File: src/rtl/decode_stage_if.sv
// Fetch/execute handshake and decoded control bundle
// exchanged with the decode stage.
interface decode_stage_if #(
  parameter int INSTR_W = 32,
  parameter int SEL_W   = 4
);
  logic [INSTR_W-1:0] in_instr;
  logic               in_valid;
  logic               in_ready;
  logic               flush;
  logic               out_valid;
  logic               out_ready;
  logic [1:0]         reg_file_ren;
  logic [1:0]         reg_file_wen;
  logic               main_memory_enable;
  logic               frame_buffer_enable;
  logic               call_stack_enable;
  logic [1:0]         mem_wren;
  logic [SEL_W-1:0]   ex_mem_data_input_sel;
  logic [SEL_W-1:0]   mem_wb_data_input_sel;
  logic [INSTR_W-1:0] out_instr;
  logic               return_in_pipeline;
  logic               fetch_stall;
  logic               illegal_opcode_exception;
  logic               halted;

  modport master (
    output in_instr, in_valid, flush, out_ready,
    input  in_ready, out_valid,
    input  reg_file_ren, reg_file_wen,
    input  main_memory_enable, frame_buffer_enable,
    input  call_stack_enable, mem_wren,
    input  ex_mem_data_input_sel, mem_wb_data_input_sel,
    input  out_instr, return_in_pipeline, fetch_stall,
    input  illegal_opcode_exception, halted
  );

  modport slave (
    input  in_instr, in_valid, flush, out_ready,
    output in_ready, out_valid,
    output reg_file_ren, reg_file_wen,
    output main_memory_enable, frame_buffer_enable,
    output call_stack_enable, mem_wren,
    output ex_mem_data_input_sel, mem_wb_data_input_sel,
    output out_instr, return_in_pipeline, fetch_stall,
    output illegal_opcode_exception, halted
  );
endinterface

File: src/rtl/decode_stage.sv
// Opcode decode into a one-entry control register, with
// return-drain counter and sticky exception/halt FSM.
module decode_stage #(
  parameter int INSTR_W   = 32,
  parameter int SEL_W     = 4,
  parameter int RET_DRAIN = 3
) (
  input logic           clk,
  input logic           rst,
  decode_stage_if.slave bus
);

  typedef enum logic [1:0] {
    RUN    = 2'd0,
    EXCEPT = 2'd1,
    HALTED = 2'd2
  } state_e;

  typedef struct packed {
    logic [1:0]       ren;
    logic [1:0]       wen;
    logic [1:0]       mwr;
    logic             mm;
    logic             fb;
    logic             cs;
    logic [SEL_W-1:0] ex;
    logic [SEL_W-1:0] wb;
  } ctl_t;

  state_e             state_q, state_d;
  logic [3:0]         cnt_q, cnt_d;
  logic               val_q, val_d;
  ctl_t               ctl_q, ctl_d;
  logic [INSTR_W-1:0] ins_q, ins_d;

  logic [7:0] op;
  logic [1:0] sub;
  ctl_t       dec;
  logic       dec_ill;
  logic       dec_halt;
  logic       dec_ret;
  logic       in_ready;
  logic       accept;

  logic is_nop, is_a1, is_a2, is_ld, is_st;
  logic is_li, is_mov, is_pml, is_br;
  logic is_call, is_ret, is_hlt;

  assign op  = bus.in_instr[7:0];
  assign sub = bus.in_instr[9:8];

  assign is_nop  = op == 8'h00;
  assign is_a1   = op inside {8'hBC, 8'h9E, 8'h9B, 8'hA5};
  assign is_a2   = op inside {8'h80, 8'h8E, 8'h97};
  assign is_ld   = op == 8'hFB;
  assign is_st   = op == 8'hC4;
  assign is_li   = op == 8'hF8;
  assign is_mov  = op == 8'h9C;
  assign is_pml  = op == 8'hF9;
  assign is_br   = op == 8'h38;
  assign is_call = op == 8'h42;
  assign is_ret  = op == 8'h43;
  assign is_hlt  = op == 8'h1F;

  // Opcode classification; illegal encodings leave a NOP bundle
  always_comb begin
    dec      = '0;
    dec_ill  = 1'b0;
    dec_halt = 1'b0;
    dec_ret  = 1'b0;
    unique case (1'b1)
      is_nop: ;
      is_a1: begin
        dec.ren = 2'b01;
        dec.wen = 2'b01;
        dec.ex  = SEL_W'(1);
        dec.wb  = SEL_W'(1);
      end
      is_a2: begin
        dec.ren = 2'b11;
        dec.wen = 2'b01;
        dec.ex  = SEL_W'(1);
        dec.wb  = SEL_W'(1);
      end
      is_ld: begin
        if (sub == 2'b11) begin
          dec_ill = 1'b1;
        end else begin
          dec.ren = 2'b01;
          dec.wen = 2'b01;
          dec.ex  = SEL_W'(2);
          dec.wb  = SEL_W'(2);
          dec.mm  = sub == 2'b00;
          dec.fb  = sub == 2'b01;
          dec.cs  = sub == 2'b10;
        end
      end
      is_st: begin
        if (sub == 2'b11) begin
          dec_ill = 1'b1;
        end else begin
          dec.ren = 2'b11;
          dec.mwr = 2'b01;
          dec.ex  = SEL_W'(2);
          dec.mm  = sub == 2'b00;
          dec.fb  = sub == 2'b01;
          dec.cs  = sub == 2'b10;
        end
      end
      is_li: begin
        dec.wen = 2'b01;
        dec.ex  = SEL_W'(3);
        dec.wb  = SEL_W'(3);
      end
      is_mov: begin
        dec.ren = 2'b01;
        dec.wen = 2'b01;
        dec.ex  = SEL_W'(4);
        dec.wb  = SEL_W'(4);
      end
      is_pml: begin
        dec.ren = 2'b01;
        dec.wen = 2'b01;
        dec.ex  = SEL_W'(5);
        dec.wb  = SEL_W'(5);
      end
      is_br: begin
        dec.ren = 2'b01;
        dec.ex  = SEL_W'(6);
      end
      is_call: begin
        dec.mwr = 2'b01;
        dec.ex  = SEL_W'(7);
        dec.cs  = 1'b1;
      end
      is_ret: begin
        dec.ex  = SEL_W'(7);
        dec.cs  = 1'b1;
        dec_ret = 1'b1;
      end
      is_hlt: dec_halt = 1'b1;
      default: dec_ill = 1'b1;
    endcase
  end

  assign in_ready = (state_q == RUN) && (cnt_q == 4'd0)
                 && (!val_q || bus.out_ready);
  assign accept   = bus.in_valid && in_ready && !bus.flush;

  // Sticky exception/halt transitions on an accepted opcode
  always_comb begin
    state_d = state_q;
    if (state_q == RUN && accept) begin
      if (dec_ill)       state_d = EXCEPT;
      else if (dec_halt) state_d = HALTED;
    end
  end

  // Next pipeline register contents and drain count
  always_comb begin
    val_d = val_q;
    ctl_d = ctl_q;
    ins_d = ins_q;
    cnt_d = cnt_q;
    if (bus.flush) begin
      val_d = 1'b0;
      cnt_d = 4'd0;
    end else begin
      if (cnt_q != 4'd0) cnt_d = cnt_q - 4'd1;
      if (accept) begin
        val_d = 1'b1;
        ctl_d = dec;
        ins_d = bus.in_instr;
        if (dec_ret) cnt_d = 4'(RET_DRAIN);
      end else if (val_q && bus.out_ready) begin
        val_d = 1'b0;
      end
    end
  end

  // State, counter and bundle registers
  always_ff @(posedge clk) begin
    if (rst) begin
      state_q <= RUN;
      cnt_q   <= 4'd0;
      val_q   <= 1'b0;
      ctl_q   <= '0;
      ins_q   <= '0;
    end else begin
      state_q <= state_d;
      cnt_q   <= cnt_d;
      val_q   <= val_d;
      ctl_q   <= ctl_d;
      ins_q   <= ins_d;
    end
  end

  assign bus.in_ready                 = in_ready;
  assign bus.out_valid                = val_q;
  assign bus.reg_file_ren             = ctl_q.ren;
  assign bus.reg_file_wen             = ctl_q.wen;
  assign bus.mem_wren                 = ctl_q.mwr;
  assign bus.main_memory_enable       = ctl_q.mm;
  assign bus.frame_buffer_enable      = ctl_q.fb;
  assign bus.call_stack_enable        = ctl_q.cs;
  assign bus.ex_mem_data_input_sel    = ctl_q.ex;
  assign bus.mem_wb_data_input_sel    = ctl_q.wb;
  assign bus.out_instr                = ins_q;
  assign bus.return_in_pipeline       = cnt_q != 4'd0;
  assign bus.illegal_opcode_exception = state_q == EXCEPT;
  assign bus.halted                   = state_q == HALTED;
  assign bus.fetch_stall              = (cnt_q != 4'd0)
                                     || (state_q != RUN);

endmodule
File: src/flat_wrapper.sv
// flat-port wrapper written by rule: the top's interface ports become plain ports
module decode_stage_flat 
#(
  parameter int INSTR_W   = 32,
  parameter int SEL_W     = 4,
  parameter int RET_DRAIN = 3
)
  (clk, rst, bus_in_instr, bus_in_valid, bus_flush, bus_out_ready, bus_in_ready, bus_out_valid, bus_reg_file_ren, bus_reg_file_wen, bus_main_memory_enable, bus_frame_buffer_enable, bus_call_stack_enable, bus_mem_wren, bus_ex_mem_data_input_sel, bus_mem_wb_data_input_sel, bus_out_instr, bus_return_in_pipeline, bus_fetch_stall, bus_illegal_opcode_exception, bus_halted);
  decode_stage_if #(.INSTR_W(INSTR_W), .SEL_W(SEL_W)) bus_i ();
  input logic clk;
  input logic rst;
  input wire logic [$bits(bus_i.in_instr)-1:0] bus_in_instr;
  input wire logic [$bits(bus_i.in_valid)-1:0] bus_in_valid;
  input wire logic [$bits(bus_i.flush)-1:0] bus_flush;
  input wire logic [$bits(bus_i.out_ready)-1:0] bus_out_ready;
  output wire logic [$bits(bus_i.in_ready)-1:0] bus_in_ready;
  output wire logic [$bits(bus_i.out_valid)-1:0] bus_out_valid;
  output wire logic [$bits(bus_i.reg_file_ren)-1:0] bus_reg_file_ren;
  output wire logic [$bits(bus_i.reg_file_wen)-1:0] bus_reg_file_wen;
  output wire logic [$bits(bus_i.main_memory_enable)-1:0] bus_main_memory_enable;
  output wire logic [$bits(bus_i.frame_buffer_enable)-1:0] bus_frame_buffer_enable;
  output wire logic [$bits(bus_i.call_stack_enable)-1:0] bus_call_stack_enable;
  output wire logic [$bits(bus_i.mem_wren)-1:0] bus_mem_wren;
  output wire logic [$bits(bus_i.ex_mem_data_input_sel)-1:0] bus_ex_mem_data_input_sel;
  output wire logic [$bits(bus_i.mem_wb_data_input_sel)-1:0] bus_mem_wb_data_input_sel;
  output wire logic [$bits(bus_i.out_instr)-1:0] bus_out_instr;
  output wire logic [$bits(bus_i.return_in_pipeline)-1:0] bus_return_in_pipeline;
  output wire logic [$bits(bus_i.fetch_stall)-1:0] bus_fetch_stall;
  output wire logic [$bits(bus_i.illegal_opcode_exception)-1:0] bus_illegal_opcode_exception;
  output wire logic [$bits(bus_i.halted)-1:0] bus_halted;
  assign bus_i.in_instr = bus_in_instr;
  assign bus_i.in_valid = bus_in_valid;
  assign bus_i.flush = bus_flush;
  assign bus_i.out_ready = bus_out_ready;
  assign bus_in_ready = bus_i.in_ready;
  assign bus_out_valid = bus_i.out_valid;
  assign bus_reg_file_ren = bus_i.reg_file_ren;
  assign bus_reg_file_wen = bus_i.reg_file_wen;
  assign bus_main_memory_enable = bus_i.main_memory_enable;
  assign bus_frame_buffer_enable = bus_i.frame_buffer_enable;
  assign bus_call_stack_enable = bus_i.call_stack_enable;
  assign bus_mem_wren = bus_i.mem_wren;
  assign bus_ex_mem_data_input_sel = bus_i.ex_mem_data_input_sel;
  assign bus_mem_wb_data_input_sel = bus_i.mem_wb_data_input_sel;
  assign bus_out_instr = bus_i.out_instr;
  assign bus_return_in_pipeline = bus_i.return_in_pipeline;
  assign bus_fetch_stall = bus_i.fetch_stall;
  assign bus_illegal_opcode_exception = bus_i.illegal_opcode_exception;
  assign bus_halted = bus_i.halted;
  decode_stage #(.INSTR_W(INSTR_W), .SEL_W(SEL_W), .RET_DRAIN(RET_DRAIN)) u_core (.clk(clk), .rst(rst), .bus(bus_i));
endmodule
File: config.mk
export PLATFORM = sky130hd
export DESIGN_NAME = decode_stage_flat
export DESIGN_NICKNAME = d
export VERILOG_FILES = /design/src/rtl/decode_stage_if.sv /design/src/rtl/decode_stage.sv /design/src/flat_wrapper.sv
export SDC_FILE = /design/constraint.sdc
export NUM_CORES = 1
export LEC_CHECK = 0
export CAP_MARGIN = 10
export CELL_PAD_IN_SITES_DETAIL_PLACEMENT = 1
export CELL_PAD_IN_SITES_GLOBAL_PLACEMENT = 2
export CORE_MARGIN = 1.5
export CORE_UTILIZATION = 23
export DETAILED_ROUTE_END_ITERATION = 10
export PLACE_DENSITY = 0.87
export SLEW_MARGIN = 20
export SYNTH_ARGS = -nofsm -noshare
export SYNTH_HDL_FRONTEND = slang
export SYNTH_SLANG_ARGS = --single-unit
File: constraint.sdc
create_clock -name clk -period 2.3 [get_ports clk]
set_input_delay 0.345 -clock clk [delete_from_list [all_inputs] [get_ports clk]]
set_output_delay 0.345 -clock clk [all_outputs]
set_load 0.02 [all_outputs]
**Run 1: selected gate families**

Drawn at 4 px/um.
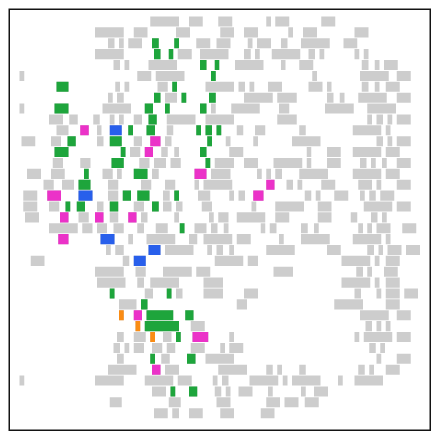
- AND and OR gates: magenta (cells 14; most used or3_1)
- inverters: orange (cells 3; most used inv_1)
- NOR gates: green (cells 52; most used nor2_1)
- AND-OR and OR-AND gates: blue (cells 5; most used a31o_2; where middle left)

**Run 1: zoomed window**

Window x 37 to 67, y 37 to 67 um. Cells in gray, sequential cells in the stronger gray; small squares are vias.
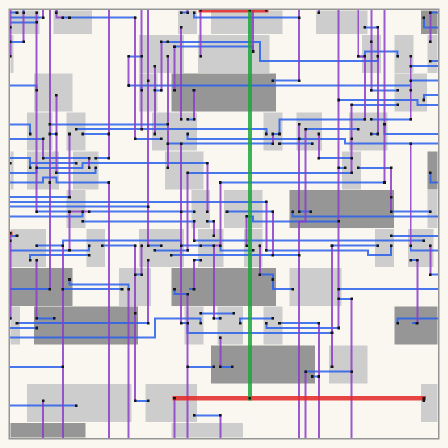
- metal 1: blue
- metal 4: green
- metal 2: purple
- metal 3: red
- sequential cells in the window: 6
- netlist names of flops here include: u_core.bus.out_instr (2)
- most frequent: nand2_1 (11), dfxtp_1 (6), buf_4 (5)
- cells with their middle in the window: 46

**Run 1: wiring heat map**

Drawn at 3 px/um. The die is cut into 21 by 21 equal tiles; dark purple is low, yellow is high, scaled to the fullest tile. Values are wire area over tile area, all layers added.
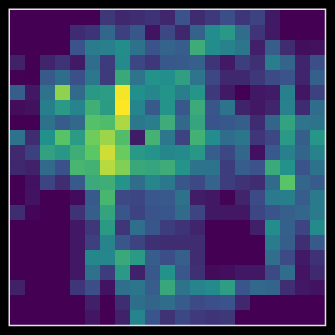
- emptiest ninth of the die: lower left
- nearly empty tiles: 20%
- mean over tiles: 0.11
- fullest tile: 0.42

==> results.sh, run 1 <==
# yosys + openroad results
export IMPL_worst_slack_ns=0.150
export IMPL_overflow=0
export IMPL_postSynthSeqShare_pct=43.6
export IMPL_hold_end="u_core.bus.out_instr[15]"
export IMPL_clk_share_pct=2.66
export IMPL_hp_class="reg2reg"
export IMPL_dp_hpwl_um=5830
export IMPL_hold_slack_ns=0.456
export IMPL_path_delay_family="buffers and inverters"
export IMPL_total_power_w=0.00207
export IMPL_power_leader="sequential cells"
export IMPL_synthTopCellsByArea="dfxtp_1 (44%), nand2_1 (12%), a21oi_1 (9.6%)"
export IMPL_grt_max_degree=29
export IMPL_rsz0062_at_grt="false"
export IMPL_dr_wl_met2_um=3850
export IMPL_core_region_area_sq_um=10200
export IMPL_clock_path_buffers=2
export IMPL_layout_top_cell="clkdlybuf4s50_1"
export IMPL_fin_area_sq_um=3620
export IMPL_layout_top_cells="clkdlybuf4s50_1 (84), nand2_1 (78), dfxtp_1 (52)"
export IMPL_drive_gt1_share_pct=10.4
export IMPL_edf_count=0
export IMPL_tool_warnings=26
export IMPL_critPathCapture="bus_fetch_stall"
export IMPL_placed_area_sq_um=3520
export IMPL_syn_area_per_cell_sq_um=7.70
export IMPL_sh_seq_area_pct=28.8
export IMPL_crit_path_start_kind="flop"
export IMPL_clockBufferCount=7
export IMPL_internal_power_w=0.00148
export IMPL_comb_cells=231
export IMPL_chipHeight_um=105
export IMPL_tightestPinTransition_ns=0.534
export IMPL_seq_cell_count=52
export IMPL_peakVddDrop_mv=0.234
export IMPL_critPathSlowestCell="clkdlybuf4s50_1"
export IMPL_critical_path_required_ns=1.96
export IMPL_netlist_area_leader_share_pct=43.6
export IMPL_status="complete, no violations"
export IMPL_finalWirelength_um=7560
export IMPL_p_leak_nw=1.29
export IMPL_ys_async_sr_fraction_pct=0
export IMPL_cp_num_cells=5
export IMPL_flop_cell="dfxtp_1"
export IMPL_clk_pin_slew_ns=0.09
export IMPL_sequentialPowerShare_pct=47.5
export IMPL_r2r_setup_slack_ns=0.21
export IMPL_detail_route_antenna_nets=0
export IMPL_largest_reg_flops=32
export IMPL_grt_pass1_vias=2538
export IMPL_gr_usage_met2_pct=24.9
export IMPL_top_cell="nand2_1"
export IMPL_finalNetCount=443
export IMPL_htreeDepth=2
export IMPL_mux_share_pct=0
export IMPL_post_place_ws_ns=-0.0724
export IMPL_yosysTopAreaCell="dfxtp_1"
export IMPL_insertion_delay_ns=0.29
export IMPL_hold_violations=0
export IMPL_cp_end_kind="output pin"
export IMPL_ios=92
export IMPL_nWellTaps=136
export IMPL_ys_sh_simple_pct=34.2
export IMPL_swShare_pct=28.7
export IMPL_comb_area_sq_um=1220
export IMPL_ys_types=45
export IMPL_regArea_sq_um=1040
export IMPL_finalSetupViolCount=0
export IMPL_syn_to_final_growth_pct=51.5
export IMPL_place_inst=534
export IMPL_post_route_min_period_ns=2.15
export IMPL_whs_path_depth=2
export IMPL_fp_util_pct=23.4
export IMPL_drc=0
export IMPL_clockPowerShare_pct=26.5
export IMPL_nFillCells=1238
export IMPL_logic_family="simple AND/OR/NAND/NOR gates"
export IMPL_numCtsBuffers=5
export IMPL_ys_sh_aoi_pct=15.4
export IMPL_grtUsageTotal_pct=13.8
export IMPL_cp_cell_sequence="inv_1, ha_1, nor3b_4, nand2_2, clkdlybuf4s50_1"
export IMPL_worstSetupPathType="reg2out"
export IMPL_drtPass1Iterations=4
export IMPL_relSlewSlack_pct=64.4
export IMPL_cts_hold_buf=0
export IMPL_p_seq_w=0.000984
export IMPL_wirelength_met1_um=3380
export IMPL_use_met1_pct=17.1
export IMPL_post_cts_buffers=0
export IMPL_reg2reg_from="u_core.cnt_q[0]"
export IMPL_cts_resized_gates=2
export IMPL_max_stage_delay_ns=0.55
export IMPL_antenna_found_initial=0
export IMPL_clock_sinks=52
export IMPL_comb_share_pct=33.8
export IMPL_synth_seq_cells=52
export IMPL_inverters=3
export IMPL_cts_root_buf="clkbuf_8"
export IMPL_switching_power_w=0.000594
export IMPL_top_usage_layer="met2"
export IMPL_antenna_cells=0
export IMPL_utilization_pct=35.5
export IMPL_tns_ns=0
**Run 1: metal layers overlaid**

Drawn at 4 px/um. Two of the layers only.
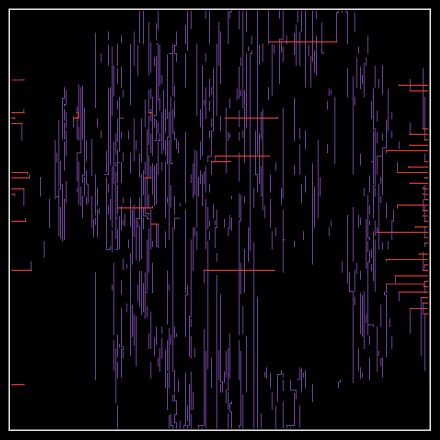

==> run 2, diff against run 1 <==
- MAX_ROUTING_LAYER: unset -> met4
- RECOVER_POWER: unset -> 100
**Run 2: metal layers overlaid**

Drawn at 4 px/um. Two of the layers only.
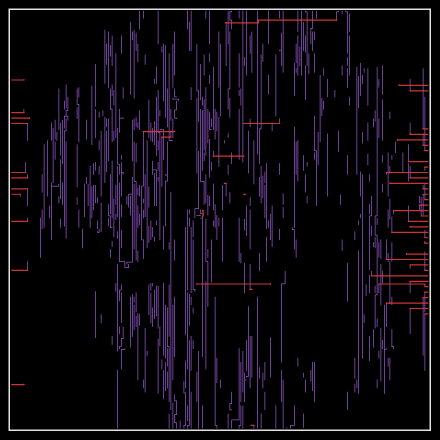
- metal 3: red (wire length 275 um)
- metal 2: purple (wire length 3940 um)

**Run 2: selected gate families**

Drawn at 4 px/um.
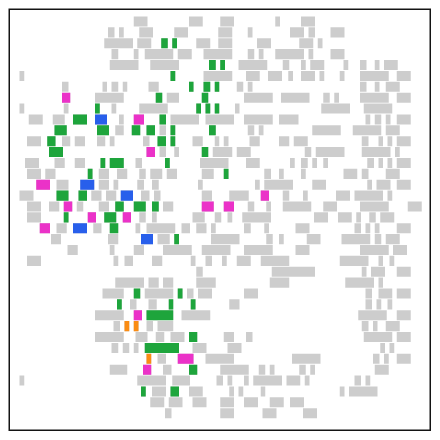
logic share of the area: 33.9%
most frequent logic cell in the layout: clkdlybuf4s50_1

==> results.sh, run 2 <==
# yosys + openroad results
export IMPL_p_leak_nw=1.32
export IMPL_antenna_found_initial=0
export IMPL_relSlewSlack_pct=62.6
export IMPL_chipHeight_um=105
export IMPL_ys_types=45
export IMPL_clockPowerShare_pct=29.1
export IMPL_syn_to_final_growth_pct=51.5
export IMPL_worst_slack_ns=0.102
export IMPL_seq_cell_count=52
export IMPL_comb_area_sq_um=1220
export IMPL_synth_seq_cells=52
export IMPL_netlist_area_leader_share_pct=43.6
export IMPL_mux_share_pct=0
export IMPL_grtUsageTotal_pct=14.6
export IMPL_inverters=3
export IMPL_max_stage_delay_ns=0.32
export IMPL_tns_ns=0
export IMPL_r2r_setup_slack_ns=0.11
export IMPL_whs_path_depth=2
export IMPL_peakVddDrop_mv=0.360
export IMPL_cp_end_kind="output pin"
export IMPL_path_delay_family="buffers and inverters"
export IMPL_placed_area_sq_um=3490
export IMPL_internal_power_w=0.00153
export IMPL_cts_root_buf="clkbuf_8"
export IMPL_cp_cell_sequence="inv_1, ha_2, nor3b_4, buf_4, nand2_2, nor2_1, clkdlybuf4s15_1"
export IMPL_detail_route_antenna_nets=0
export IMPL_insertion_delay_ns=0.30
export IMPL_tool_warnings=26
export IMPL_ys_async_sr_fraction_pct=0
export IMPL_clockBufferCount=6
export IMPL_flop_cell="dfxtp_1"
export IMPL_dr_wl_met2_um=3940
export IMPL_fp_util_pct=23.4
export IMPL_use_met1_pct=17.4
export IMPL_layout_top_cells="clkdlybuf4s50_1 (82), nand2_1 (78), dfxtp_1 (52)"
export IMPL_grt_pass1_vias=2530
export IMPL_worstSetupPathType="reg2out"
export IMPL_post_cts_buffers=0
export IMPL_gr_usage_met2_pct=25.5
export IMPL_largest_reg_flops=32
export IMPL_tightestPinTransition_ns=0.560
export IMPL_drc=0
export IMPL_top_usage_layer="met2"
export IMPL_cp_num_cells=7
export IMPL_clock_sinks=52
export IMPL_clk_pin_slew_ns=0.09
export IMPL_status="complete, no violations"
export IMPL_numCtsBuffers=5
export IMPL_total_power_w=0.00215
export IMPL_nWellTaps=136
export IMPL_core_region_area_sq_um=10200
export IMPL_antenna_cells=0
export IMPL_place_inst=533
export IMPL_sh_seq_area_pct=28.8
export IMPL_synthTopCellsByArea="dfxtp_1 (44%), nand2_1 (12%), a21oi_1 (9.6%)"
export IMPL_swShare_pct=28.7
export IMPL_fin_area_sq_um=3620
export IMPL_finalSetupViolCount=0
export IMPL_drive_gt1_share_pct=10.6
export IMPL_logic_family="simple AND/OR/NAND/NOR gates"
export IMPL_finalWirelength_um=7750
export IMPL_sequentialPowerShare_pct=45.9
export IMPL_top_cell="nand2_1"
export IMPL_post_route_min_period_ns=2.20
export IMPL_critPathSlowestCell="dfxtp_1"
export IMPL_hp_class="reg2reg"
export IMPL_reg2reg_from="u_core.cnt_q[0]"
export IMPL_nFillCells=1241
export IMPL_yosysTopAreaCell="dfxtp_1"
export IMPL_crit_path_start_kind="flop"
export IMPL_post_place_ws_ns=-0.0166
